==> config.mk <==
export PLATFORM = sky130hd
export DESIGN_NAME = tdm_demux_1to8
export DESIGN_NICKNAME = d
export VERILOG_FILES = /design/src/rtl/tdm_demux_1to8.sv
export SDC_FILE = /design/constraint.sdc
export NUM_CORES = 1
export LEC_CHECK = 0
export ABC_AREA = 1
export CAP_MARGIN = 20
export CELL_PAD_IN_SITES_DETAIL_PLACEMENT = 0
export CELL_PAD_IN_SITES_GLOBAL_PLACEMENT = 1
export CORE_MARGIN = 3
export CORE_UTILIZATION = 33
export DETAILED_ROUTE_END_ITERATION = 6
export GPL_ROUTABILITY_DRIVEN = 0
export PLACE_DENSITY_LB_ADDON = 0.1
export SYNTH_ARGS = -nofsm -noshare
export SYNTH_HDL_FRONTEND = slang
export SYNTH_HIERARCHICAL = 1
export SYNTH_SLANG_ARGS = --single-unit
==> constraint.sdc <==
create_clock -name clk -period 1.2 [get_ports clk]
set_input_delay 0.24 -clock clk [delete_from_list [all_inputs] [get_ports clk]]
set_output_delay 0.24 -clock clk [all_outputs]
set_load 0.03 [all_outputs]
==> src/rtl/tdm_demux_1to8.sv <==
// 1:8 time-division demultiplexer: routes each accepted beat to the lane
// selected by a slot counter and publishes the full 8-lane word on slot 7.

module tdm_demux_lane #(
  parameter int W = 1
) (
  input  logic         clk,
  input  logic         rst_n,
  input  logic         we,
  input  logic [W-1:0] d,
  output logic [W-1:0] q
);
  always_ff @(posedge clk or negedge rst_n) begin
    if (!rst_n)  q <= '0;
    else if (we) q <= d;
  end
endmodule

module tdm_demux_1to8 #(
  parameter int W = 1
) (
  input  logic           clk,
  input  logic           rst_n,
  input  logic           in_valid,
  input  logic           sync,
  input  logic [W-1:0]   din,
  output logic [8*W-1:0] out,
  output logic           out_valid,
  output logic [2:0]     slot,
  output logic           locked,
  output logic           frame_err
);
  localparam int NUM_LANES = 7;

  typedef enum logic [0:0] {HUNT, RUN} state_t;

  state_t state, state_nxt;
  logic [2:0] cnt, cnt_nxt;
  logic       sh_we;
  logic [2:0] sh_idx;
  logic       out_ld;
  logic       ferr_nxt;
  logic [NUM_LANES-1:0][W-1:0] shadow;

  always_ff @(posedge clk or negedge rst_n) begin
    if (!rst_n) begin
      state <= HUNT;
      cnt   <= '0;
    end else begin
      state <= state_nxt;
      cnt   <= cnt_nxt;
    end
  end

  always_comb begin
    state_nxt = state;
    cnt_nxt   = cnt;
    sh_we     = 1'b0;
    sh_idx    = cnt;
    out_ld    = 1'b0;
    ferr_nxt  = 1'b0;
    if (in_valid) begin
      unique case (state)
        HUNT: begin
          if (sync) begin
            sh_we     = 1'b1;
            sh_idx    = 3'd0;
            cnt_nxt   = 3'd1;
            state_nxt = RUN;
          end
        end
        RUN: begin
          if (sync) begin
            // A sync beat always restarts the frame; mid-frame it drops the partial word.
            sh_we    = 1'b1;
            sh_idx   = 3'd0;
            cnt_nxt  = 3'd1;
            ferr_nxt = (cnt != 3'd0);
          end else if (cnt == 3'd7) begin
            out_ld  = 1'b1;
            cnt_nxt = 3'd0;
          end else begin
            sh_we   = 1'b1;
            cnt_nxt = cnt + 3'd1;
          end
        end
        default: state_nxt = HUNT;
      endcase
    end
  end

  for (genvar i = 0; i < NUM_LANES; i++) begin : g_lane
    tdm_demux_lane #(.W(W)) u_lane (
      .clk  (clk),
      .rst_n(rst_n),
      .we   (sh_we && (sh_idx == 3'(i))),
      .d    (din),
      .q    (shadow[i])
    );
  end

  // Slot 7 bypasses the shadow so the word lands on the edge that accepts it.
  always_ff @(posedge clk or negedge rst_n) begin
    if (!rst_n) begin
      out       <= '0;
      out_valid <= 1'b0;
      frame_err <= 1'b0;
    end else begin
      out_valid <= out_ld;
      frame_err <= ferr_nxt;
      if (out_ld) out <= {din, shadow};
    end
  end

  assign slot   = cnt;
  assign locked = (state == RUN);
endmodule

==> images/placement.png <==
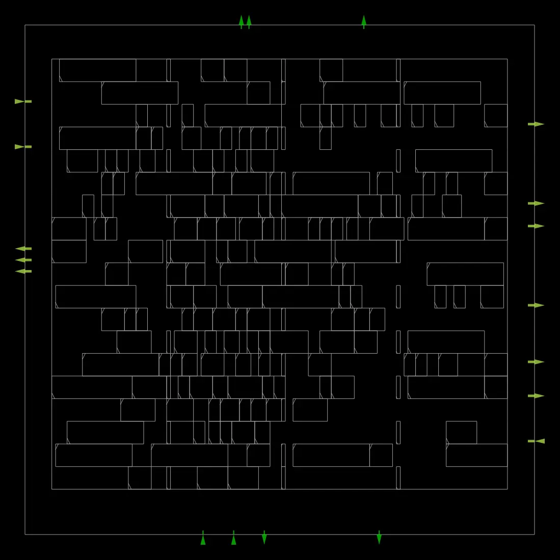
fill count: 266
core area: 2829 sq um
# rows: 19
final core utilization: 54.49%

==> images/flops_by_reg.png <==
Scale bar: 20 um.
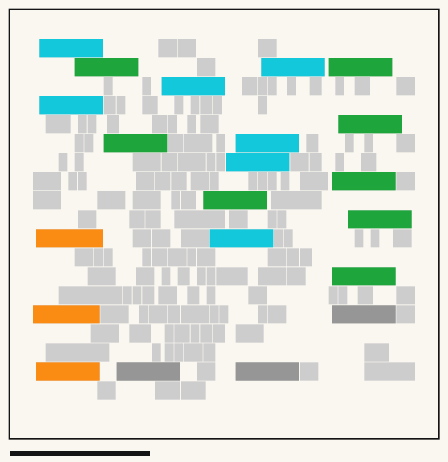
orange -> slot  # flops 3
cyan -> g_lane.u_lane/q  # flops 7
green -> out  # flops 8
not colored = 3
Register Area: 528.0 sq um
flop share of the area: 34.25%

==> images/io_fan.png <==
Scale bar: 20 um.
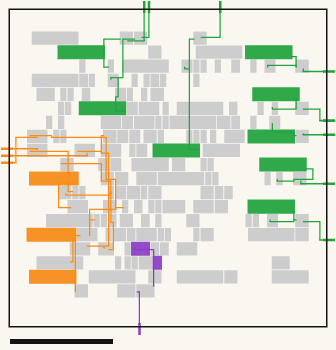
green -> out  # direction output, end cells 8, buffers 8, wire 150 um
purple -> in_valid  # direction input, end cells 3, buffers 1, wire 18.2 um
orange -> slot  # direction output, end cells 3, buffers 7, wire 186 um
# IOs: 19
I/O Buffers: 18

==> changes_impl.md <==
### Changed

- Post-synthesis adder-cell area fraction: 3.731%
- Rel. slew slack: 79.22%
- Internal Power: 1.244 mW
- Number of synthesized register bits: 21
- Leak pwr: 0.8104 nW
- Register area share after synthesis: 52.24%
- Post-Synth Simple-Gate Area: 34.33%
- Inverters: 16
- Post-CTS Setup Bufs: 4
- P_comb: 0.626 mW
- Clock buf/inv share: 1.786%
- WL per Instance: 12.43 um
- Startpoint Class: register
- Final Max Tran Viols: 0
- Crit-path slowest cell: dfrtp_2
- Ys cells: 125
- Logic Gate Count: 87
- Seq group: 0.922 mW
- Signal buf overhead: 23.70%
- Delay-heaviest family, CP: buffers and inverters
- Complex Gates by Area: 1.866%
- Cell type with the largest total area: dfrtp_1
- Max Freq: 718.3 MHz
- Reg clk slew, reported paths: 0.12 ns
- Vias in the first global route: 906
- Final-layout clock buffer total: 3
- Post-synth cell types: 14
- Post-synth ARST share: 100.0%
- Nets at Floorplan: 133
- R2r setup slk: -0.18 ns
- Root Driver: clkbuf_4
- Final setup vio count: 22
- # nets final: 178
- Synth area leaders: dfrtp_1 (52%), nand2_1 (18%), nand3_1 (6.0%)
- Actual slew at the worst max-slew pin: 0.3107 ns
- Initial Util: 35.56%
- Share of cells above drive strength 1: 40.83%
- Non-clk bufs: 41
- Crit-path cells: buf_4 -> buf_4 -> buf_6
- Reg-to-Reg Start: slot[0]
- H-tree levels: 1
- Main logic family: simple AND/OR/NAND/NOR gates
- Most Crowded Layer GR: met2
- Critical path data required time: 0.96 ns
- Grt ovf: 0
- Antenna viol nets, final: 0
- Status: complete, but fails checks
- Setup crit start: slot[0]
- Total stage count of the critical path: 3
- CP Capture Type: primary output
- GR Util All Layers: 14.53%
- Total power: 1.892 mW
- Synth Cell Area: 1006 sq um
- Top post-synthesis cells by count: nand2_1 (49), dfrtp_1 (21), inv_1 (16)
- Dominant cell area share: 52.24%
- Late-Pin Clk Latency: 0.30 ns
- Placed cell count: 191
- Chip area: 3747 sq um
- Max Cap Viol: 0
- Area grow syn2layout: 53.23%
- Post-synthesis area per instance: 8.048 sq um
- Switching pwr: 0.6482 mW
- Largest class: registers
- Antenna diodes: 0
- TritonCTS Buffers: 3
- Vias per cell: 4.700
- Power Clock: 0.344 mW
- Largest net degree at the start of global routing: 22
- Fraction of area in multi-input gates: 33.69%
- Finished Cell Area: 1541 sq um
- Setup tns final: -2.682 ns
- Top Layer Used: met4
- Skew final: 0.003332 ns
- CTS tree: yes
- Failing checks: setup timing
- Largest stage delay, worst path: 0.43 ns
- First-pass GRT wire length: 3.988 mm
- Most used cell, CP: buf_4
- PwrDens: 1227 nW/um^2
- M1 wire length: 1.137 mm
- Switch share: 34.26%
- Dpl ws: -0.3461 ns
- Top Consumer: registers
- Met3 Use GR: 2.935%
- Cts hold-fix bufs: 0
- Setup ws final: -0.1921 ns
- Met2 wire len: 1.243 mm
- PostCTS Resize Cnt: 15
- Post-synth EDFFs: 0
- Final HPWL from detailed placement: 1.794 mm
- Post-synthesis xor/xnor area fraction: 0%
- Tap Count: 31
- Worst setup path class: reg2out
- Sequential Power Share: 48.7%
- Starting DRC count in detailed routing: 34
- DRT Pass-1 Iters: 4
- Reg with most FFs: out
- Clock power share: 18.2%
- YS chip area: 1006 sq um
- RSZ-0062 raised after global routing: true
- Final Critical Period: 1.392 ns
- Comb pwr share: 33.1%
- DP Area: 1396 sq um
- Critical-path maximum fanout: 4
- GRT met1 Usage: 16.69%
- Vias after detailed routing: 940
- Mapped Cells: 125
- Met3 WL: 89 um
==> images/cell_density.png <==
Scale bar: 20 um. The die is cut into 6 by 6 equal tiles; white is low, dark blue is high, 0 to 100% covered.
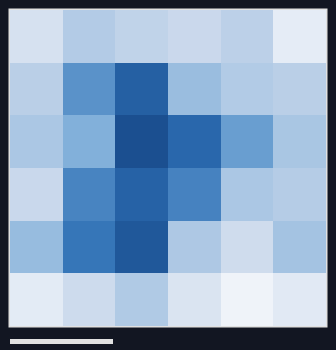
densest ninth of the die = center
fullest tile = 87%
emptiest ninth of the die = lower right
tiles over 75% full = 14%
mean over tiles = 40%

==> images/power_grid.png <==
Scale bar: 20 um. Pins as bars on the die edge. Tap cells in gray.
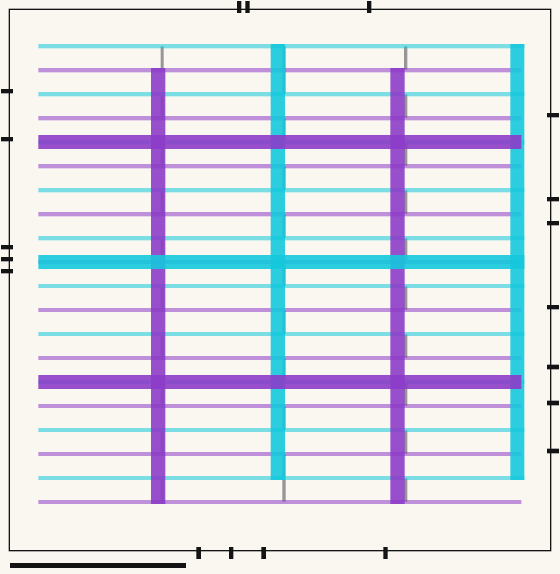
cyan -> VDD
purple -> VSS
signal pins = 19
met4 straps = 4
tap cells = 31
Peak VDD IR: 566.2 uV
die width: 61.21 um
chip height: 61.21 um

Power figures rest on the tool's default switching activity, not on a simulated workload.
